Design db_mv_arb, sky130hd; sources not shown.
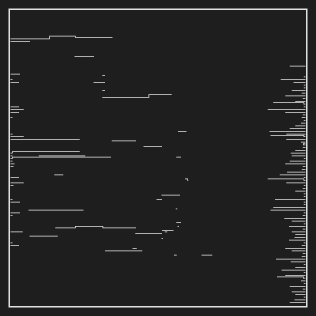
*The metal 3 layer, run 1*
Drawn at 2 px/µm.
longest straight run: 49.2 µm
nets with wire on the layer: 125
share of all routed wire: 6.0%
main direction: horizontal
final WL: 16700 µm
met3 GRT Util: 0.0435
Vias: 4289

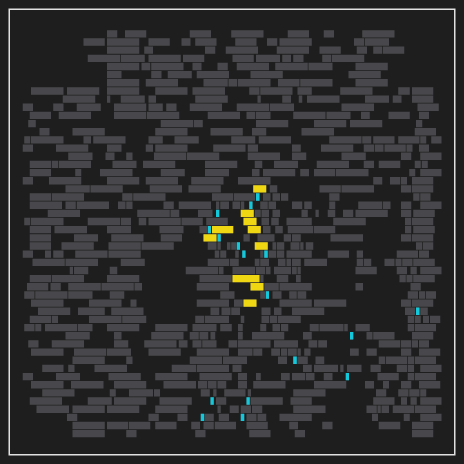
*Gate-type map, run 1*
Drawn at 3 px/µm.
[yellow] fa/ha/maj cells | cells: 10 | where: center
[cyan] inv cells | cells: 17
Comb/total area: 0.215
Top cell excl fill/tap: edfxtp_1
post-route insts no fill: 882

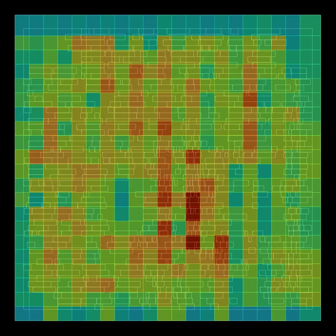
*Routing congestion map, run 1*
gr busiest metal: met2
Final Util: 0.552
GR Util All Layers: 0.161
routed len/inst: 18.9 µm

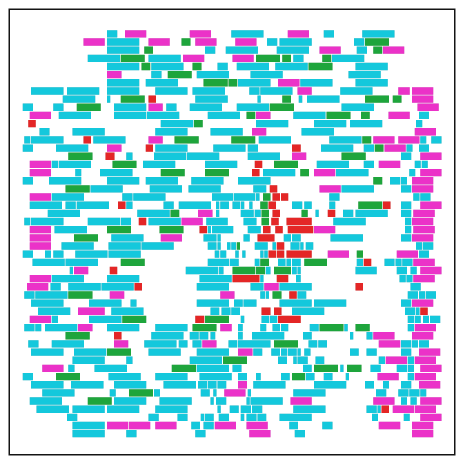
*Cells by drive strength, run 1*
Drawn at 3 px/µm.
[red] x3 and x4 | cells: 42 | most used: buf_4
[cyan] x1 and smaller | cells: 406 | most used: edfxtp_1
[magenta] x6 and larger | cells: 100 | most used: buf_12
[green] x2 | cells: 73 | most used: mux4_2
Non-Clock Buffer Count: 188
Layout area overhead: 44.7%
final instance area: 0.0105 mm²

==> impl_metrics.csv, run 1 <==
group,metric,value,unit
timing,setup_ws,0.0420,ns
timing,fmax,289,MHz
timing,worstMarginPinSlew,0.473,ns
final_layout,logic_gates,218,
global_route,grt.met2_usage,0.259,
yosys,ys_cells,425,
floorplan,core,0.0190,mm²
yosys,yosys_warnings,0,
yosys,yosys_area,0.00725,mm²
final_layout,clock_buffers,17,
floorplan,fp.dieW,148,µm
final_layout,final-clk-cell-share,0.0325,
setup_path,crit_family,"AND-OR/OR-AND gates",
setup_path,crit_path_cell_trace,"xnor2_2 -> inv_1 -> ha_4 -> a21oi_2 -> o211ai_1 -> nand4_4 -> o21ai_4 -> buf_12 -> nor2b_1 -> buf_4 -> buf_12",
status,status,"finished, final reports clean",
final_layout,layout-drive-gt1-share,0.346,
floorplan,rows,50,
yosys,synthMuxAreaShare,0.131,
pwr,powerDensity,529,mW/mm²
timing,finClkSkew,0.0127,ns
yosys,flop_cell,"edfxtp_1",
floorplan,chipHeight,148,µm
place,place.gp.congestion,0.832,
setup_path,startpoint_type,"flop",
final_layout,largest_reg_flops,128,
timing,setup_tns,0,ns
pwr,power.internal,3780,µW
place,io_buffers,159,
global_route,antenna_found_initial,1,
job,maxCapViolCount,0,
detailed_routing,drt-met1-wl,7290,µm
final_layout,inv_count,17,
cts,cts_tree,"done",
cts,numCtsBuffers,17,
detailed_routing,drc_errors,0,
### Signal wires on met2, run 1

Drawn at 2 px/µm. Cells faint in the background.
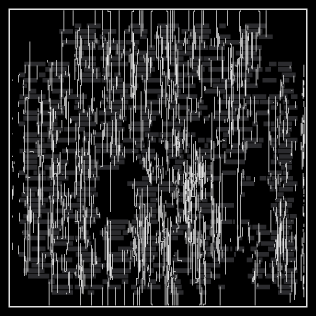

==> run 1 -> run 2 <==
--- a/config.mk
+++ b/config.mk
@@ -6,7 +6,7 @@
 export NUM_CORES = 1
 export LEC_CHECK = 0
 export CORE_MARGIN = 4
-export CORE_UTILIZATION = 37
+export CORE_UTILIZATION = 40
 export CTS_BUF_LIST = sky130_fd_sc_hd__clkbuf_8
 export CTS_CLUSTER_DIAMETER = 60
 export DETAILED_ROUTE_END_ITERATION = 16
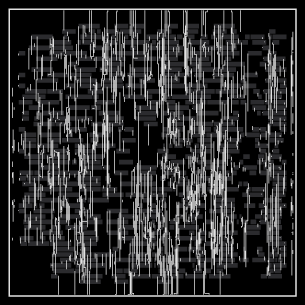
*Signal wires on met2, run 2*
Drawn at 2 px/µm. Cells faint in the background.
wire length on this layer: 8060 µm
nets with wire on the layer: 620
share of all routed wire: 49%
longest straight run: 54.4 µm
main direction: vertical
Vias: 4248
final WL: 16400 µm

==> run 2 against run 1 <==
  * Non-clock buffer count grew 1
  * Synthesized cell count is the same
  * Hold slack lost 0.0071 ns
  * Final area grew 0.92%
  * Register-to-register slack gained 0.07 ns
  * Die area shrank 7.1%
  * Clock skew shrank 0.00095 ns
  * Final cell count shrank 4.2%
  * Core utilization grew 5.2 points
  * Fmax grew 1.1%
  * Flip-flop count is the same
  * Largest cell class unchanged
==> impl_metrics.csv, run 2 <==
group,metric,value,unit
final_layout,clock_buffers,17,
job,maxCapViolCount,0,
floorplan,fp.dieW,143,µm
final_layout,syn_to_final_growth,46.1,%
final_layout,largest_reg_flops,128,
place,io_buffers,159,
yosys,synthMuxAreaShare,0.131,
global_route,antenna_found_initial,0,
global_route,grt_most_used_layer,"met2",
timing,fmax,292,MHz
detailed_routing,drt-met1-wl,6790,µm
cts,numCtsBuffers,17,
final_layout,layout_top_cell,"edfxtp_1",
final_layout,instances_no_fill,845,
timing,setup_tns,0,ns
final_layout,fin_area,0.0106,mm²
final_layout,layout-drive-gt1-share,0.334,
floorplan,core,0.0175,mm²
global_route,grt_util_met3,0.0466,
timing,worstMarginPinSlew,0.673,ns
yosys,yosys_warnings,0,
final_layout,logic_gates,218,
global_route,grt_usage,0.167,
final_layout,postLayoutCoreUtil,0.604,
yosys,ys_cells,425,
final_layout,inv_count,17,
floorplan,chipHeight,143,µm
status,status,"finished, final reports clean",
detailed_routing,drc_errors,0,
yosys,flop_cell,"edfxtp_1",
timing,setup_ws,0.0801,ns
### Gate-type map, run 2

Drawn at 3 px/µm.
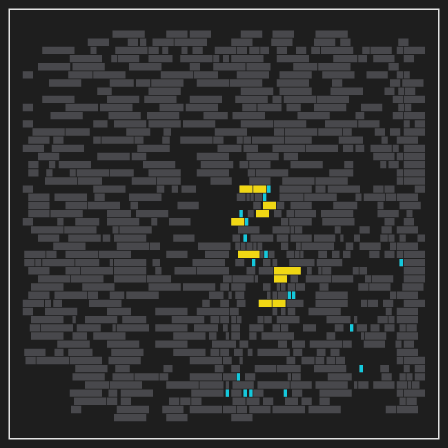

==> run 2 -> run 3 <==
--- a/config.mk
+++ b/config.mk
@@ -6,7 +6,7 @@
 export NUM_CORES = 1
 export LEC_CHECK = 0
 export CORE_MARGIN = 4
-export CORE_UTILIZATION = 40
+export CORE_UTILIZATION = 52
 export CTS_BUF_LIST = sky130_fd_sc_hd__clkbuf_8
 export CTS_CLUSTER_DIAMETER = 60
 export DETAILED_ROUTE_END_ITERATION = 16
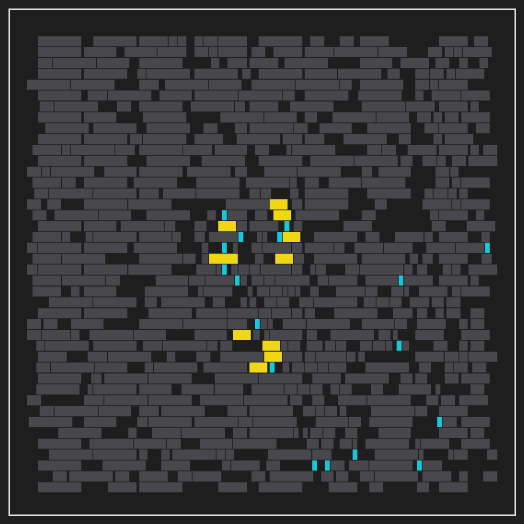
*Gate-type map, run 3*
Drawn at 4 px/µm.
[cyan] inv cells | cells: 17
[yellow] fa/ha/maj cells | cells: 10 | where: center
Comb/total area: 0.214
post-route insts no fill: 790

==> run 3 against run 2 <==
  * Via count rose by 0.38%
  * Clock power fell by 4%
  * Critical path type is now flop to output pin
  * Final area fell by 2.5%
  * Fmax rose by 1.8%
  * Global-route usage rose by 4.9 points
  * Sequential power rose by 2%
==> impl_metrics.csv, run 3 <==
group,metric,value,unit
status,status,"finished, final reports clean",
final_layout,final-clk-cell-share,0.0374,
detailed_routing,vias,4264,
cts,numCtsBuffers,17,
final_layout,postLayoutCoreUtil,0.768,
final_layout,n_all_buffers,181,
yosys,yosys_area,0.00725,mm²
global_route,grt_usage,0.215,
floorplan,rows,42,
timing,setup_tns,0,ns
global_route,grt.met2_usage,0.360,
timing,setup_ws,0.139,ns
floorplan,chipHeight,126,µm
detailed_routing,wl_per_cell,20.6,µm
global_route,grt_util_met3,0.0512,
global_route,antenna_found_initial,0,
place,io_buffers,159,
yosys,ys_cells,425,
timing,worstMarginPinSlew,0.545,ns
yosys,synthMuxAreaShare,0.131,
setup_path,startpoint_type,"flop",
detailed_routing,drt-met1-wl,6640,µm
No activity file was given, so power comes from the tool's default toggle rates.
